===== config.mk =====
export PLATFORM = sky130hd
export DESIGN_NAME = uart_baud_gen
export DESIGN_NICKNAME = d
export VERILOG_FILES = /design/src/rtl/uart_baud_gen.sv
export SDC_FILE = /design/constraint.sdc
export NUM_CORES = 1
export LEC_CHECK = 0
export CORE_UTILIZATION = 49
export DETAILED_ROUTE_END_ITERATION = 16
export GPL_TIMING_DRIVEN = 0
export PLACE_DENSITY = 0.82
export SLEW_MARGIN = 20
export SYNTH_ARGS = -nofsm -noshare
export SYNTH_HDL_FRONTEND = slang
export SYNTH_SLANG_ARGS = --single-unit

===== constraint.sdc =====
create_clock -name sysclk -period 2.5 [get_ports sysclk]
set_clock_uncertainty 0.15 [all_clocks]
set_input_delay 0.25 -clock sysclk [delete_from_list [all_inputs] [get_ports sysclk]]
set_output_delay 0.25 -clock sysclk [all_outputs]
set_load 0.01 [all_outputs]

===== src/rtl/uart_baud_gen.sv =====
// Fractional-N UART baud tick generator: a phase accumulator whose carry produces the
// oversample strobe, plus an oversample counter that derives the mid-bit and bit strobes.
module uart_baud_gen #(
  parameter int unsigned ACC_W       = 24,
  parameter int unsigned OVS         = 16,
  parameter int unsigned DEFAULT_INC = 629146
) (
  input  logic             sysclk,
  input  logic             reset,
  input  logic             en,
  input  logic             restart,
  input  logic             inc_wr,
  input  logic [ACC_W-1:0] inc_in,
  output logic [ACC_W-1:0] inc_out,
  output logic             ovs_tick,
  output logic             half_tick,
  output logic             bit_tick,
  output logic             active
);

  localparam int unsigned CntW = $clog2(OVS);
  localparam logic [CntW-1:0] CntLast = CntW'(OVS - 1);
  localparam logic [CntW-1:0] CntHalf = CntW'(OVS / 2 - 1);

  logic [ACC_W-1:0] acc_q;
  logic [ACC_W-1:0] inc_q;
  logic [CntW-1:0]  cnt_q;
  logic [CntW-1:0]  cnt_d;
  logic [ACC_W:0]   sum;
  logic             carry;
  logic             ovs_q;
  logic             half_q;
  logic             bit_q;
  logic             active_q;

  // One extra bit holds the overflow that becomes the oversample tick.
  always_comb begin
    sum   = {1'b0, acc_q} + {1'b0, inc_q};
    carry = sum[ACC_W];
    cnt_d = (cnt_q == CntLast) ? '0 : cnt_q + CntW'(1);
  end

  always_ff @(posedge sysclk or negedge reset) begin
    if (!reset) begin
      acc_q    <= '0;
      inc_q    <= ACC_W'(DEFAULT_INC);
      cnt_q    <= '0;
      ovs_q    <= 1'b0;
      half_q   <= 1'b0;
      bit_q    <= 1'b0;
      active_q <= 1'b0;
    end else begin
      active_q <= en && (inc_q != '0);
      if (inc_wr) begin
        inc_q <= inc_in;
      end
      // Restart wins over accumulation and works even while disabled.
      if (restart) begin
        acc_q  <= '0;
        cnt_q  <= '0;
        ovs_q  <= 1'b0;
        half_q <= 1'b0;
        bit_q  <= 1'b0;
      end else if (en) begin
        acc_q  <= sum[ACC_W-1:0];
        ovs_q  <= carry;
        half_q <= carry && (cnt_q == CntHalf);
        bit_q  <= carry && (cnt_q == CntLast);
        if (carry) begin
          cnt_q <= cnt_d;
        end
      end else begin
        ovs_q  <= 1'b0;
        half_q <= 1'b0;
        bit_q  <= 1'b0;
      end
    end
  end

  assign inc_out   = inc_q;
  assign ovs_tick  = ovs_q;
  assign half_tick = half_q;
  assign bit_tick  = bit_q;
  assign active    = active_q;

endmodule


**Run 1: the clock network**

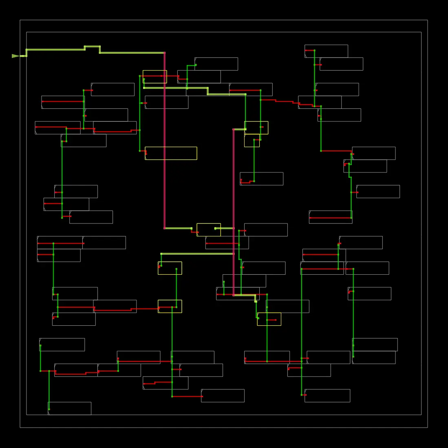
clock buffers: 6
Latency at later pin: 0.32 ns
Flop Count: 56
clock sinks: 56
power in the clock group: 629 uW

**Run 1: placement by cell class**

Scale bar: 20 um.
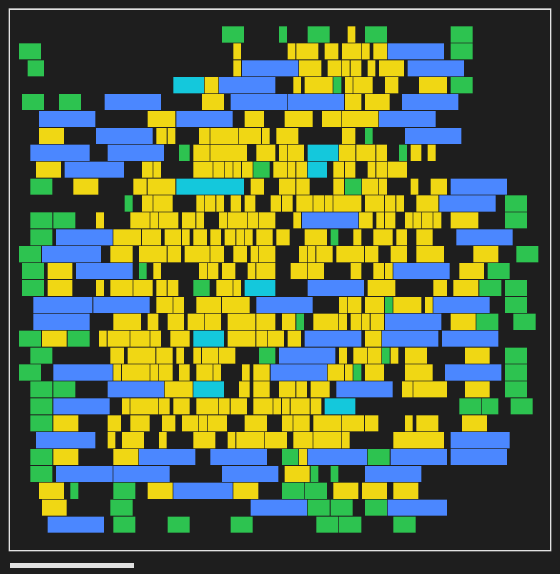
[all other logic] yellow | cells: 287
[other buffers and delay cells] green | cells: 76
[clock drivers and dummy loads] cyan | cells: 8
[flip-flops] blue | cells: 56

**Run 1: routed clock nets over the placement**

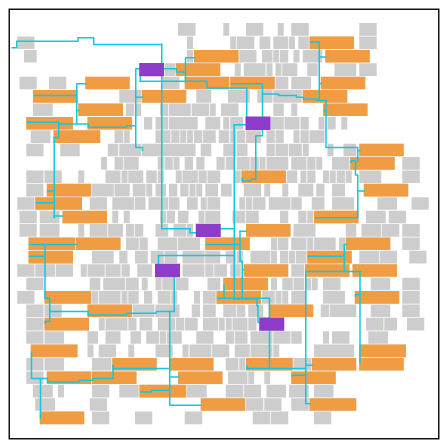
[flip-flops] orange | count: 56
[cells driving clock nets] purple | count: 5
[clock wires] cyan | length: 682 um
routed clock nets: 6

==> flow_summary.ini, run 1 <==
; synthesis and place-and-route metrics
[placed_design]
pre_cts_slack_ns = -0.2229
placed_area_um2 = 4199
placed_cells = 508
place_hpwl_mm = 6.296
gp_congestion = 0.9670
portBuffers = 54

[logic_synthesis]
ys.flops = 56
edf_count = 0
ys_cells = 358
ys_top_logic_family = AND-OR/OR-AND gates
ys_area_um2 = 3532
avgSynthCellArea_um2 = 9.866
synth-async-reset-ratio = 1.000
mux_share = 0.1165
yosysWarnings = 0
ys_sh_simple = 0.1382
yosysTopAreaCell = dfrtp_1
syn-num-nets = 413
adder_share = 0.09423
netlist.area_leader.share = 0.3259
postSynthCellCount = 358
ys_sh_xor = 0.03967
ys_seq_frac = 0.4003
netlist_area_um2 = 3532
ys.flop_type = dfrtp_1
common_cells = dfrtp_1 (46), nor2_1 (33), nand2_1 (29)
ys_types = 55
topCellsByArea = dfrtp_1 (33%), ha_1 (8.9%), mux2_2 (7.7%)
aoi_share = 0.1863

[pwr]
maxPowerGroup = combinational logic
p_switching_mw = 1.100
p_int_mw = 1.958
ir_drop_mv = 0.3441
p_seq_frac = 0.373
swShare = 0.3598
total_leakage_power_nw = 1.948
p_per_area_nw_per_um2 = 694.3
pg_seq_mw = 1.14
finalPower_mw = 3.059
clockPowerShare = 0.206
comb_power_share = 0.422
powerComb_mw = 1.29

[clock_network]
cts_setup_buffers = 6
cts-buffers-inserted = 5
clk_pin_slew_ns = 0.10
clockBufferDepth = 2
cts_resized = 3
ctsHoldBuffers = 1
h-tree-depth = 2
cts_root_buf = clkbuf_8
cts_tree = built

[min_path]
hold_path_class = primary input to flip-flop
hold_depth = 2
worstHoldStart = inc_wr
hold_path_end = inc_out[16]$_DFFE_PN1P_

[die]
die_h_um = 86.90
taps = 96
num_rows = 30
dieWidth_um = 86.90
ios = 57
initCoreUtil = 0.5142
coreArea_um2 = 6869

[final_layout]
design_area_um2 = 4405
logic_area_um2 = 2069
nets = 481
nFillCells = 558
buf_share = 0.1477
buffers = 76
seqCellArea_um2 = 1414
largest_cell_class = logic gates
seq_share = 0.3209
layout_top_cells = clkdlybuf4s50_1 (53), dfrtp_1 (46), nor2_1 (33)
synthToLayoutAreaGrowth_pct = 24.73
fin_util = 0.6413
comb-cell-share = 0.4698
inverters = 8
layoutNonFillerInstCount = 523
lay_top_count = clkdlybuf4s50_1
antennaDiodeCount = 0
drive_gt1_frac = 0.1499
comb_cells = 279
clock_cell_area_share = 0.02755

[routing]
top_layer = met4
wl_mm = 8.564
drtIter0Drc = 203
routedWlPerCell_um = 16.37
wl_met2_mm = 4.222
final_antenna_net_count = 0
num_vias = 3028
wl_met1_mm = 3.755
drc_errors = 0

[timing]
tightest_slew_ns = 0.8123
slew_viol_final = 0
finalClockPeriodUsage = 1.077
rsz0062_at_grt = true
timing.fmax_ghz = 0.3712
setup_viol_count_final = 12
setup_ws_ns = -0.1937
hold_viol = 0
timing.hold.ws_ns = 0.2933
period_minus_slack_ns = 2.694

[critical_path]
worstSetupEndpoint = acc_q[22]$_DFFE_PN0P_
crit_fanout = 3
ff2ff_path_depth = 10
critPathRequiredTime_ns = 2.58
critPathLaunchType = flip-flop
reg2reg_from = acc_q[0]$_DFFE_PN0P_
r2r-end = acc_q[22]$_DFFE_PN0P_
ff2ff_setup_slack_ns = -0.19
cp.depth = 10
crit_start = acc_q[0]$_DFFE_PN0P_
endpoint_kind = flip-flop
crit_family = AND-OR/OR-AND gates
critPathKind = flip-flop to flip-flop
crit_arrival_ns = 2.77
cpPeakStageDelay_ns = 0.40
cp_slowest_cell = dfrtp_1

[global_routing]
met3_usage = 0.03602
first_global_vias = 2966
grt_util_met1 = 0.3053
met2_usage = 0.4188
antenna_found_initial = 0
track_usage = 0.2411
grt_pass1_wl_mm = 14.05
overflow = 0
grt_most_used_layer = met2

[outcome]
status = complete, but fails checks
violations = setup timing

[run]
warnings = 29
drv_cap = 0
--- run 2 (diff from run 1) ---
--- a/config.mk
+++ b/config.mk
@@ -5,7 +5,9 @@
 export SDC_FILE = /design/constraint.sdc
 export NUM_CORES = 1
 export LEC_CHECK = 0
-export CORE_UTILIZATION = 49
+export CELL_PAD_IN_SITES_DETAIL_PLACEMENT = 1
+export CELL_PAD_IN_SITES_GLOBAL_PLACEMENT = 2
+export CORE_UTILIZATION = 31
 export DETAILED_ROUTE_END_ITERATION = 16
 export GPL_TIMING_DRIVEN = 0
 export PLACE_DENSITY = 0.82
**Run 2: routed clock nets over the placement**

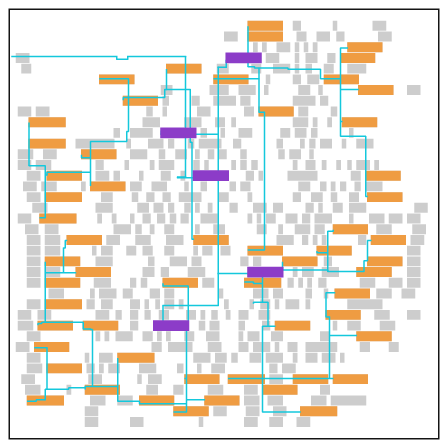
[flip-flops] orange | count: 56
[cells driving clock nets] purple | count: 5
[clock wires] cyan | length: 845 um
routed clock nets: 6

**Run 2: the metal 1 layer**

Supply wires on this layer in grey. Cells faint in the background.
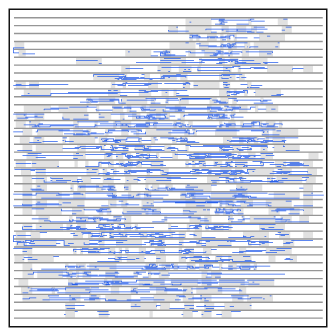
share of all routed wire: 47%
wire length on this layer: 4750 um

**Run 2: drive-strength map**

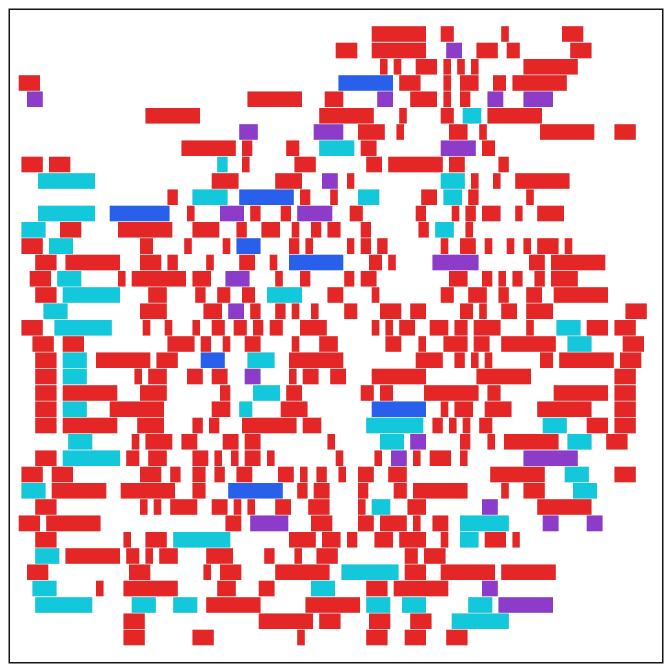
[drive 3 to 4] purple | cells: 24 | share: 5.5%
[drive 2] cyan | cells: 49 | share: 11%
[drive 6 and up] blue | cells: 8 | share: 1.8%
[drive 1 or less] red | cells: 354 | share: 81%

==> run 2 against run 1 <==
The run still ends with setup timing left. Routed wire length grew 18%. Critical path depth fell by 1. Setup slack got worse by 0.030 ns. Sequential power about the same. Via count is 0.66% lower. Largest cell class unchanged. Area after synthesis did not move. Fmax fell by 1.1%.
==> flow_summary.ini, run 2 <==
; synthesis and place-and-route metrics
[clock_network]
h-tree-depth = 2
clock_latency_ns = 0.30
cts_resized = 14
cts.sinks = 56
cts_setup_buffers = 9
ctsHoldBuffers = 1
cts-buffers-inserted = 5

[placed_design]
placed_cells = 553
pre_cts_slack_ns = -0.2685
place_hpwl_mm = 7.436
portBuffers = 54
placed_area_um2 = 4282

[critical_path]
crit_family = AND-OR/OR-AND gates
critPathRequiredTime_ns = 2.56
cp.depth = 9
cpPeakStageDelay_ns = 0.42
cp_slowest_cell = dfrtp_1
crit_fanout = 3
crit_arrival_ns = 2.78
ff2ff_path_depth = 9
crit_start = inc_out[0]$_DFFE_PN0P_
worstSetupEndpoint = acc_q[20]$_DFFE_PN0P_

[die]
initCoreUtil = 0.3216
die_h_um = 108.7
dieWidth_um = 108.7
coreArea_um2 = 10980

[final_layout]
buffers = 84
antennaDiodeCount = 0
n_clock_buffer = 6
buf_share = 0.1584
comb-cell-share = 0.4629
comb_cells = 279
nFillCells = 1249
layoutNonFillerInstCount = 575
seq_share = 0.3034
drive_gt1_frac = 0.1862
inverters = 8
logic_area_um2 = 2157
design_area_um2 = 4659
lay_top_count = clkdlybuf4s50_1
largest_cell_class = logic gates

[logic_synthesis]
netlist.area_leader.share = 0.3259
ys_sh_simple = 0.1382
ys_area_um2 = 3532
ys.flops = 56
avgSynthCellArea_um2 = 9.866
ys_types = 55
ys_top_logic_family = AND-OR/OR-AND gates
ys_seq_frac = 0.4003
ys.flop_type = dfrtp_1
netlist_area_um2 = 3532
yosysTopAreaCell = dfrtp_1
synth-async-reset-ratio = 1.000
ys_cells = 358
postSynthCellCount = 358
ys_sh_xor = 0.03967
yosysWarnings = 0

[pwr]
p_per_area_nw_per_um2 = 697.6
p_switching_mw = 1.203
swShare = 0.3701
p_int_mw = 2.048
pg_clk_uw = 724
powerComb_mw = 1.38
p_seq_frac = 0.352
clockPowerShare = 0.223

[timing]
period_minus_slack_ns = 2.724
setup_ws_ns = -0.2238
hold_viol = 0
tightest_slew_ns = 0.8872
setup_viol_count_final = 18

[routing]
num_vias = 3008
drc_errors = 0
top_layer = met4
wl_met2_mm = 5.003
wl_met1_mm = 4.748
routedWlPerCell_um = 17.53
final_antenna_net_count = 0
drtIter0Drc = 89

[outcome]
violations = setup timing
status = complete, but fails checks

[global_routing]
grt_pass1_wl_mm = 16.74
track_usage = 0.1828
met2_usage = 0.3192
overflow = 0
grt_most_used_layer = met2

[run]
warnings = 29

[min_path]
hold_path_class = primary input to async pin
No activity file was given, so power comes from the tool's default toggle rates.
